`src/rtl/sevenseg_scan.sv`:
```
// sevenseg_scan: time-multiplexed seven-segment display driver.
// Digit data is double-buffered and only swapped at frame boundaries.
module sevenseg_scan #(
  parameter int NUM_DIGITS     = 4,
  parameter int SCAN_DIV       = 1024,
  parameter int GHOST          = 2,
  parameter int HEX_EN         = 1,
  parameter int SEG_ACTIVE_LOW = 1,
  parameter int AN_ACTIVE_LOW  = 1
) (
  input  logic                    clk,
  input  logic                    rst,
  input  logic [4*NUM_DIGITS-1:0] value,
  input  logic [NUM_DIGITS-1:0]   dp_in,
  input  logic [NUM_DIGITS-1:0]   digit_en,
  input  logic                    lz_en,
  input  logic                    load,
  output logic [6:0]              seg,
  output logic                    dp,
  output logic [NUM_DIGITS-1:0]   an,
  output logic                    frame_tick
);

  localparam int PW = $clog2(SCAN_DIV);
  localparam int IW = (NUM_DIGITS > 1) ? $clog2(NUM_DIGITS) : 1;
  localparam int VW = 4 * NUM_DIGITS;
  localparam logic [PW-1:0] P_LAST = PW'(SCAN_DIV - 1);
  localparam logic [IW-1:0] I_LAST = IW'(NUM_DIGITS - 1);
  localparam logic SEG_INV = (SEG_ACTIVE_LOW != 0);
  localparam logic AN_INV  = (AN_ACTIVE_LOW != 0);

  logic [PW-1:0]         presc;
  logic [IW-1:0]         idx;
  logic [VW-1:0]         act_val, pend_val;
  logic [NUM_DIGITS-1:0] act_dp, pend_dp;
  logic [NUM_DIGITS-1:0] act_en, pend_en;
  logic                  pend_flag;
  logic                  slot_end, frame_end;
  logic                  ghost;
  logic [VW-1:0]         hi;
  logic [NUM_DIGITS-1:0] sel;
  logic                  blank;
  logic [6:0]            seg_l;
  logic                  dp_l;
  logic [NUM_DIGITS-1:0] an_l;

  assign slot_end  = (presc == P_LAST);
  assign frame_end = slot_end && (idx == I_LAST);

  if (GHOST > 0) begin : g_ghost
    assign ghost = (presc < PW'(GHOST));
  end else begin : g_noghost
    assign ghost = 1'b0;
  end

  function automatic logic [6:0] decode(input logic [3:0] n);
    logic [6:0] s;
    case (n)
      4'h0: s = 7'h7E;
      4'h1: s = 7'h30;
      4'h2: s = 7'h6D;
      4'h3: s = 7'h79;
      4'h4: s = 7'h33;
      4'h5: s = 7'h5B;
      4'h6: s = 7'h5F;
      4'h7: s = 7'h70;
      4'h8: s = 7'h7F;
      4'h9: s = 7'h7B;
      4'hA: s = 7'h77;
      4'hB: s = 7'h1F;
      4'hC: s = 7'h4E;
      4'hD: s = 7'h3D;
      4'hE: s = 7'h4F;
      4'hF: s = 7'h47;
      default: s = 7'h00;
    endcase
    if (HEX_EN == 0 && n > 4'h9) s = 7'h00;
    return s;
  endfunction

  // slot prescaler and digit index
  always_ff @(posedge clk or posedge rst) begin
    if (rst) begin
      presc <= '0;
      idx   <= '0;
    end else begin
      presc <= slot_end ? '0 : presc + PW'(1);
      if (slot_end) idx <= (idx == I_LAST) ? '0 : idx + IW'(1);
    end
  end

  // pending capture; active swap only at the frame boundary
  always_ff @(posedge clk or posedge rst) begin
    if (rst) begin
      act_val   <= '0;
      act_dp    <= '0;
      act_en    <= '0;
      pend_val  <= '0;
      pend_dp   <= '0;
      pend_en   <= '0;
      pend_flag <= 1'b0;
    end else begin
      if (load) begin
        pend_val <= value;
        pend_dp  <= dp_in;
        pend_en  <= digit_en;
      end
      if (frame_end) begin
        pend_flag <= 1'b0;
        if (load) begin
          act_val <= value;
          act_dp  <= dp_in;
          act_en  <= digit_en;
        end else if (pend_flag) begin
          act_val <= pend_val;
          act_dp  <= pend_dp;
          act_en  <= pend_en;
        end
      end else if (load) begin
        pend_flag <= 1'b1;
      end
    end
  end

  // digit pattern for the current slot, before polarity
  always_comb begin
    hi    = act_val >> {idx, 2'b00};
    sel   = NUM_DIGITS'(1) << idx;
    blank = lz_en && (idx != '0) && (hi == '0);
    seg_l = blank ? 7'h00 : decode(hi[3:0]);
    dp_l  = !blank && |(act_dp & sel);
    an_l  = ghost ? '0 : (act_en & sel);
  end

  // registered pins, polarity applied
  always_ff @(posedge clk or posedge rst) begin
    if (rst) begin
      seg        <= {7{SEG_INV}};
      dp         <= SEG_INV;
      an         <= {NUM_DIGITS{AN_INV}};
      frame_tick <= 1'b0;
    end else begin
      seg        <= seg_l ^ {7{SEG_INV}};
      dp         <= dp_l ^ SEG_INV;
      an         <= an_l ^ {NUM_DIGITS{AN_INV}};
      frame_tick <= frame_end;
    end
  end

endmodule

```
`config.mk`:
```
export PLATFORM = sky130hd
export DESIGN_NAME = sevenseg_scan
export DESIGN_NICKNAME = d
export VERILOG_FILES = /design/src/rtl/sevenseg_scan.sv
export SDC_FILE = /design/constraint.sdc
export NUM_CORES = 1
export LEC_CHECK = 0
export ABC_CLOCK_PERIOD_IN_PS = 3300
export CORE_UTILIZATION = 55
export DETAILED_ROUTE_END_ITERATION = 12
export PLACE_DENSITY = 0.85
export RECOVER_POWER = 50
export SETUP_SLACK_MARGIN = 0.4
export SYNTH_ARGS = -nofsm -noshare
export SYNTH_HDL_FRONTEND = slang
export SYNTH_SLANG_ARGS = --single-unit
```
`constraint.sdc`:
```
create_clock -name clk -period 3.3 [get_ports clk]
set_clock_uncertainty 0.15 [all_clocks]
set_input_delay 0.66 -clock clk [delete_from_list [all_inputs] [get_ports clk]]
set_output_delay 0.66 -clock clk [all_outputs]
set_load 0.02 [all_outputs]
```
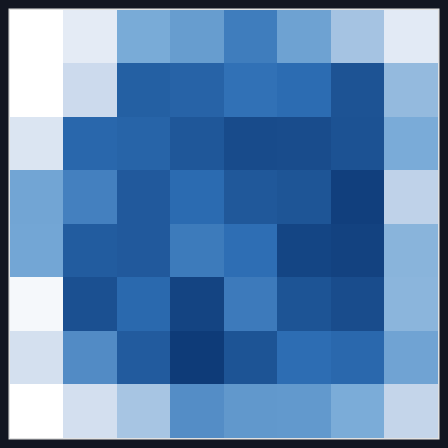
*Local utilization, run 1*
The die is cut into 8 by 8 equal tiles; white is low, dark blue is high, 0 to 100% covered.
mean over tiles: 61%
emptiest ninth of the die: north-west
fullest tile: 96%

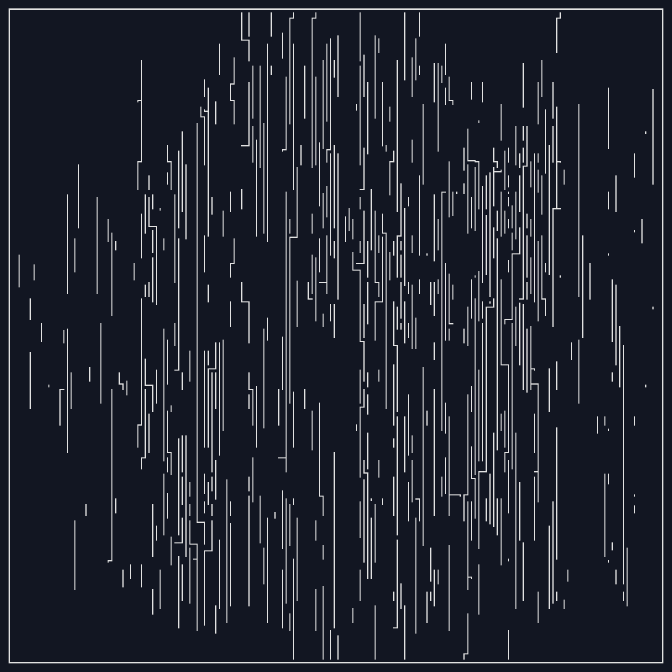
*Metal 2, run 1*
share of all routed wire: 49%
wire length on this layer: 2970 um
nets with wire on the layer: 288

==> job_summary.md, run 1 <==
## Synthesis and layout report

| Metric | Value |
|---|---|
| Design area | `~0.0041 sq mm` |
| Seq power | `approximately 0.00094 W` |
| Final Hold Vio Count | `0` |
| HPWL after DPL | `4210 um` |
| Top cells by area | `dfrtp_1 (45%), mux2_2 (9.9%), dfstp_2 (9.2%)` |
| Reg2reg setup slack | `between 0.5 and 0.6 ns` |
| Final Cycle Share | `0.822` |
| Adder Area Share | `0.0402` |
| Netlist cell types | `40` |
| Hold_buf cts | `0` |
| Mux area share | `0.234` |
| Area-dominant class | `flip-flops and latches` |
| Max cap viols | `0` |
| Synth-to-layout area growth | `18.8%` |
| Mapped Cells | `between 200 and 250` |
| Worst setup path endpoint | `seg[4]$_DFF_PP1_` |
| Register share after synthesis | `0.545` |
| Buffers excl. clock | `about 44` |
| Top cells by count | `dfrtp_1 (62), mux2_2 (30), mux2_4 (21), dfstp_2 (12)` |
| Max Fanout on Critical Path | `9` |
| Xor/xnor share | `0.0230` |
| GPL Wtd Cong | `roughly 0.85` |
| Seq/total area | `0.459` |
| Yosys top cell by instances | `dfrtp_1` |
| Slew Limit Fails | `0` |
| Combinational power | `slightly below 0.0001 W` |
| Hold Startpoint | `act_en[1]$_DFFE_PP0P_` |
| Outcome | `complete, no violations` |
| IO Port Bufs | `40` |
| Hold Slack | `around 0.28 ns` |
| # IOs | `about 41` |
| Slowest library cell on the worst path | `mux4_2` |
| Cell area after synthesis | `roughly 0.0034 sq mm` |
| Worst Setup End Kind | `register` |
| Critical Path Start | `idx[0]$_DFFE_PP0N_` |
| Final setup fails | `0` |
| CP delay by family, top | `multiplexers` |
| Met3 wire length | `231 um` |
| Vias | `between 2000 and 2500` |
| Maximum vdd drop | `about 0.30 mV` |
| Worst skew pair latency | `~0.36 ns` |
| Comb area | `0.00143 sq mm` |
| H-tree depth | `3` |
| Worst r2r src | `idx[0]$_DFFE_PP0N_` |
| Vert. Die Dim | `80.9 um` |
| Critical Path RT | `3.39 ns` |
| Diodes inserted | `0` |
| DP Worst Slack | `about 0.62 ns` |
| Flop area | `between 0.0015 and 0.002 sq mm` |
| Commonest flop | `dfrtp_1` |
| Relative slew slack | `0.150` |
| Die area | `about 0.0065 sq mm` |
| Layout cells sized above 1 | `0.226` |
| Area after DPL | `just under 0.004 sq mm` |
| Clock share of power | `0.433` |
| Largest regs | `act_val: 16 flops, pend_val: 16 flops, presc: 10 flops` |
| Post-CTS Setup Repair Bufs | `0` |
| GR Util met3 | `0.0461` |
| First-pass GRT wire length | `approximately 10000 um` |
| Max incr delay on CP | `between 0.6 and 0.7 ns` |
| Setup tns final | `0 ns` |
| Tap cells | `between 70 and 80` |
| Tot Pwr | `around 0.0018 W` |
| R2r worst-path depth | `7` |
| Seq cells post-synth | `between 70 and 80` |
| Met2 wire length | `~3000 um` |
| Clock buffer count from CTS | `9` |
| Number of enable flip-flop cells | `0` |
| RSZ-0062 raised after global routing | `false` |
| CP Cell Sequence | `mux4_2, inv_1, ha_1, nor4b_1, nand2_1, a211o_1, o311ai_0` |
| Crit Path Category | `reg2reg` |
| Fill cells | `417` |
| Post-cts resize count | `0` |
| Logic gate share of total power | `0.053` |
| Combinational Gates | `~150` |
| Highest metal used | `met4` |
| CTS max path bufs | `2` |
| RR Endpoint | `seg[4]$_DFF_PP1_` |
| Drt initial violations | `142` |
| TritonCTS clock tree | `done` |
| Worst Tran Pin Value | `between 1 and 1.5 ns` |
| Yosys Instances | `~240` |
| Vias in the first global route | `2147` |
| Internal power | `roughly 0.0014 W` |
| WP depth | `7` |
| Dpl cells | `about 350` |
| Clock sinks | `74` |
| Post-Route WL | `approximately 6000 um` |
| Final nets | `326` |
| Floorplan utilization | `0.575` |
| AO/OA Area Share | `0.0446` |
| Wire per inst | `16.6 um` |
| Yosys warns | `0` |
| Routed Antenna Nets | `0` |
| Grt total ovfl | `0` |
| Worst hold stages | `1` |
| Largest net degree at the start of global routing | `between 40 and 50` |
| Critical Path Source Type | `register` |
| Sw Share | `0.218` |
| Simple share | `0.0756` |
| Final Critical Period | `2.71 ns` |
| Syn Nets | `between 200 and 300` |
| Clk power | `a little under 0.0008 W` |
| Drt first pass iters | `4` |
| Setup ws final | `roughly 0.59 ns` |
| Maximum clock rate | `0.369 GHz` |
| Flop count | `about 74` |
| Leakage | `1.73 nW` |
| Heaviest power group | `sequential cells` |
| Area share, top type | `0.453` |
| Routed length on met1 | `2800 um` |
| Initial antenna violation count | `0` |
| Clock Buffer Count | `10` |
| Vias per inst | `between 5 and 6` |
| PwrDens | `about 450 mW/mm^2` |
| Proportion of power drawn by flip-flops and latches | `0.514` |
| OpenROAD warning count | `34` |
| Worst hold path type | `reg2reg` |
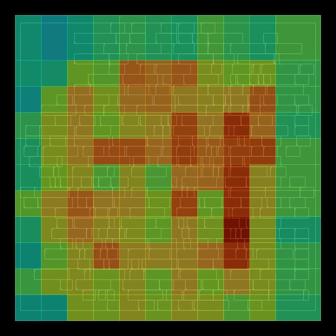
*Track usage over the die, run 1*
GRT Util Overall: 0.215
Util after Layout: 0.684
GR peak layer: met2
GR Layer Usage met2: 0.341
M1 GR Usage: 0.281

[run 1: layout by cell type (no fill, tap or decap), types with 2 or more instances in the layout]
cell / count
a211o_1: 2
clkbuf_8: 10
o311ai_0: 2
mux4_2: 3
and2_1: 2
mux2i_1: 8
clkinvlp_4: 2
o21a_1: 2
nor4_1: 4
dfstp_2: 12
nor3_1: 3
nor2_1: 11
o221ai_1: 2
a22oi_1: 2
dlygate4sd3_1: 2
xor2_1: 5
xnor2_1: 4
mux2_4: 21
mux2_2: 11
o21ai_0: 5
dfrtp_1: 62
and4_1: 2
mux2_1: 19
bufinv_16: 2
clkdlybuf4s50_1: 38
nand2_1: 10
clkbuf_1: 2
ha_1: 11
nand3_1: 9
inv_1: 6
nor3b_1: 2
==> inputs of run 2 (changes only) <==
- ABC_CLOCK_PERIOD_IN_PS: 3300 -> 2180
- CORE_UTILIZATION: 55 -> 50
- PLACE_DENSITY: 0.85 -> 0.82
- clock period: 3.3 -> 2.18 ns (I/O delays scaled with it)
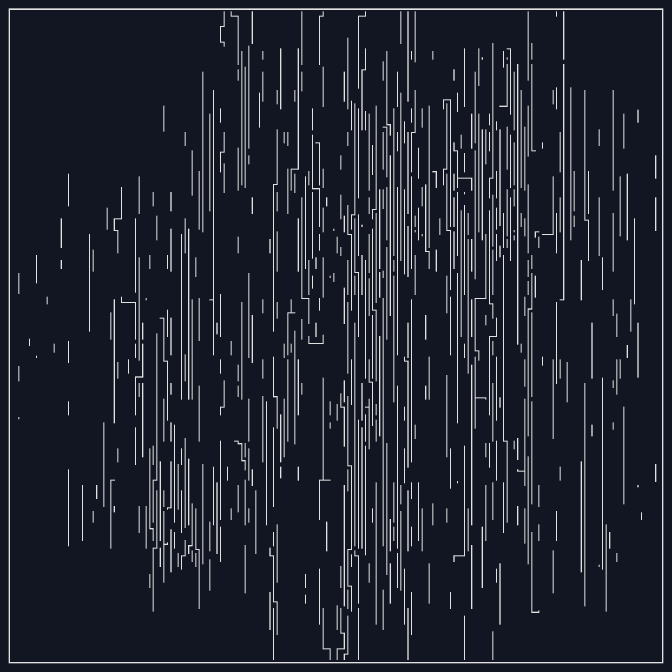
*Metal 2, run 2*
wire length on this layer: 3400 um
main direction: vertical
share of all routed wire: 48%

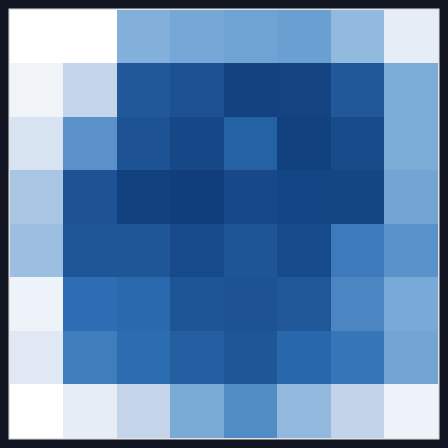
*Local utilization, run 2*
The die is cut into 8 by 8 equal tiles; white is low, dark blue is high, 0 to 100% covered.
nearly empty tiles: 4.7%
emptiest ninth of the die: north-west
fullest tile: 95%

==> run 2 against run 1 <==
Effect of this change: critical path depth is the same; count of clock-buffer cells in the layout up 4; clock power is 41% higher; the flow now finishes with violations (DRC); critical path type unchanged; fmax grew 25%.
==> job_summary.md, run 2 <==
## Synthesis and layout report

| Metric | Value |
|---|---|
| Outcome | `finished with violations` |
| Failing checks | `DRC` |
| Sw Share | `0.213` |
| Hold_buf cts | `0` |
| Leakage | `1.91 nW` |
| Yosys top cell by instances | `dfrtp_1` |
| Max incr delay on CP | `about 0.56 ns` |
| WP depth | `7` |
| Area-dominant class | `flip-flops and latches` |
| Yosys warns | `0` |
| Reg2reg setup slack | `0.02 ns` |
| Number of enable flip-flop cells | `0` |
| Worst Setup End Kind | `register` |
| Largest regs | `act_val: 16 flops, pend_val: 16 flops, presc: 10 flops` |
| Clock Buffer Count | `14` |
| GR peak layer | `met2` |
| Setup ws final | `around 0.018 ns` |
| GRT Util Overall | `0.212` |
| Top cells excl fill/tap | `dfrtp_1 (61), mux2_2 (26), clkdlybuf4s50_1 (26)` |
| Tap cells | `77` |
| DP Worst Slack | `-0.0265 ns` |
| Grt total ovfl | `0` |
| Flop count | `between 70 and 80` |
| Worst skew pair latency | `between 0.3 and 0.4 ns` |
| Proportion of power drawn by flip-flops and latches | `0.528` |
| Wire per inst | `about 18 um` |
| Met2 wire length | `about 3400 um` |
| Non-clk invs | `6` |
| Final Critical Period | `~2.2 ns` |
| Comb area | `0.00153 sq mm` |
| Worst hold stages | `1` |
| Core area | `~0.0065 sq mm` |
| Final setup fails | `0` |
| GPL Wtd Cong | `approximately 0.89` |
| Worst Tran Pin Value | `0.984 ns` |
| Mapped Cells | `around 240` |
| Commonest flop | `dfrtp_1` |
| Max Fanout on Critical Path | `8` |
| Adder Area Share | `0.0402` |
| Final nets | `around 360` |
| Post-Route WL | `7060 um` |
| Seq power | `approximately 0.0014 W` |
| Highest metal used | `met4` |
| Routed length on met1 | `around 3200 um` |
| Final Cycle Share | `0.992` |
| Critical Path Source Type | `register` |
| Maximum vdd drop | `about 0.46 mV` |
| First-pass GRT wire length | `about 11000 um` |
| Dpl cells | `364` |
| Vias | `2246` |
| IO Port Bufs | `approximately 40` |
| Critical Path Start | `idx[0]$_DFFE_PP0N_` |
| CTS max path bufs | `2` |
| Yosys Chip Area | `between 0.003 and 0.004 sq mm` |
| Post-Layout Cell Count | `about 400` |
| Cell area after synthesis | `between 0.003 and 0.004 sq mm` |
| Final Hold Vio Count | `0` |
| Combinational power | `0.000154 W` |
| Max cap viols | `0` |
| GR Layer Usage met2 | `0.331` |
| Met3 wire length | `approximately 260 um` |
| Seq cells post-synth | `~74` |
| Top cells by count | `dfrtp_1 (62), mux2_2 (30), mux2_4 (21), dfstp_2 (12)` |
| H-tree depth | `3` |
| Register share after synthesis | `0.545` |
| Remaining DRCs | `3` |
| Vias per inst | `approximately 5.6` |
| Worst hold path type | `reg2reg` |
| Fill cells | `between 400 and 500` |
| Flop area | `0.00187 sq mm` |
| Heaviest power group | `sequential cells` |
| R2r worst-path depth | `7` |
| Top cells by area | `dfrtp_1 (45%), mux2_2 (9.9%), dfstp_2 (9.2%)` |
| Worst Hold Endpoint | `an[0]$_DFF_PP1_` |
| Clock share of power | `0.415` |
| Slew Limit Fails | `0` |
| Clk power | `0.00112 W` |
| Combinational Gates | `152` |
| RR Endpoint | `seg[5]$_DFF_PP1_` |
| Netlist cell types | `40` |
| Vias in the first global route | `about 2300` |
| Xor/xnor share | `0.0230` |
| Critical Path RT | `2.28 ns` |
| Worst setup path endpoint | `seg[5]$_DFF_PP1_` |
| Area share, top type | `0.453` |
| Hold Slack | `around 0.28 ns` |
| TritonCTS clock tree | `done` |
| Mux area share | `0.234` |
| # IOs | `41` |
| AO/OA Area Share | `0.0446` |
| Routed Antenna Nets | `0` |
| CP Cell Sequence | `mux4_2, inv_4, ha_4, nor4b_4, nand2_1, a211o_4, o311ai_2` |
| Syn Nets | `around 280` |
| Crit Path Category | `reg2reg` |
| Hold Startpoint | `act_en[0]$_DFFE_PP0P_` |
| Non-clock buffering overhead | `0.159` |
| PwrDens | `just over 600 mW/mm^2` |
| Largest net degree at the start of global routing | `approximately 75` |
| Clock sinks | `~74` |
| Worst r2r src | `idx[0]$_DFFE_PP0N_` |
| Initial antenna violation count | `0` |
| Worst EP arrival | `around 2.3 ns` |
| Internal power | `between 0.002 and 0.0025 W` |
| Relative slew slack | `0.344` |
| Drt first pass iters | `9` |
| Buffers excl. clock | `74` |
| Slowest library cell on the worst path | `mux4_2` |
| Simple share | `0.0756` |
| Multi-input combinational area share | `0.344` |
| RSZ-0062 raised after global routing | `true` |
| Vert. Die Dim | `roughly 85 um` |
| Top cell excl fill/tap | `dfrtp_1` |
| Switching pwr | `0.000577 W` |
| Drt initial violations | `about 150` |
| Synth-to-layout area growth | `29.5%` |
| Diodes inserted | `0` |
| Clock-cell share of area | `0.0468` |
| Layout cells sized above 1 | `0.416` |
| OpenROAD warning count | `37` |
| Logic gate share of total power | `0.057` |
| Die area | `about 0.0072 sq mm` |
| GR Util met3 | `0.0364` |
| Util after Layout | `0.683` |
| Clock buffer count from CTS | `9` |
| CTS Root Cell | `clkbuf_8` |
| HPWL after DPL | `4350 um` |
| Maximum clock rate | `about 0.46 GHz` |
| Yosys Instances | `~240` |
| Seq/total area | `0.421` |
| Floorplan utilization | `0.527` |
| CP delay by family, top | `multiplexers` |
| M1 GR Usage | `0.292` |
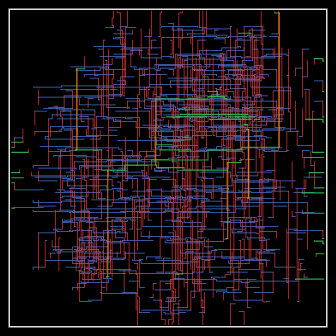
*Metal layers overlaid, run 2*
| layer | colour | wire length |
|---|---|---|
| met4 | orange | 143 um |
| met1 | blue | 3250 um |
| met2 | red | 3400 um |
| met3 | green | 261 um |

[run 2: cell types whose count changed in the layout (fill, tap and decap cells not counted), moves of 4 or more]
cell,before,now
buf_4,1,25
clkdlybuf4s50_1,38,26
mux2_1,19,0
mux2_2,11,26
clkdlybuf4s15_1,0,9
mux2_4,21,25
[run 2: per-stage QoR]
| step | total power, W | area, sq um | TNS (ns) |
|---|---|---|---|
| after floorplan | 0.00154 | 3470 | 0 |
| after global placement | 0.00161 | 4000 | 0 |
| after detailed placement | 0.00161 | 4000 | -0.0333 |
| after CTS | 0.00271 | 4370 | 0 |
| after global routing | 0.00279 | 4440 | -0.466 |
| final | 0.00270 | 4440 | 0 |
[run 2: timing repair]
item / CTS / global route
resized: 36 / 14
setup endpoints to repair: 45 / 37
setup buffers: 12 / 6
pin swaps: 2 / 2
gates cloned: 1 / 0
No activity file was given, so power comes from the tool's default toggle rates.
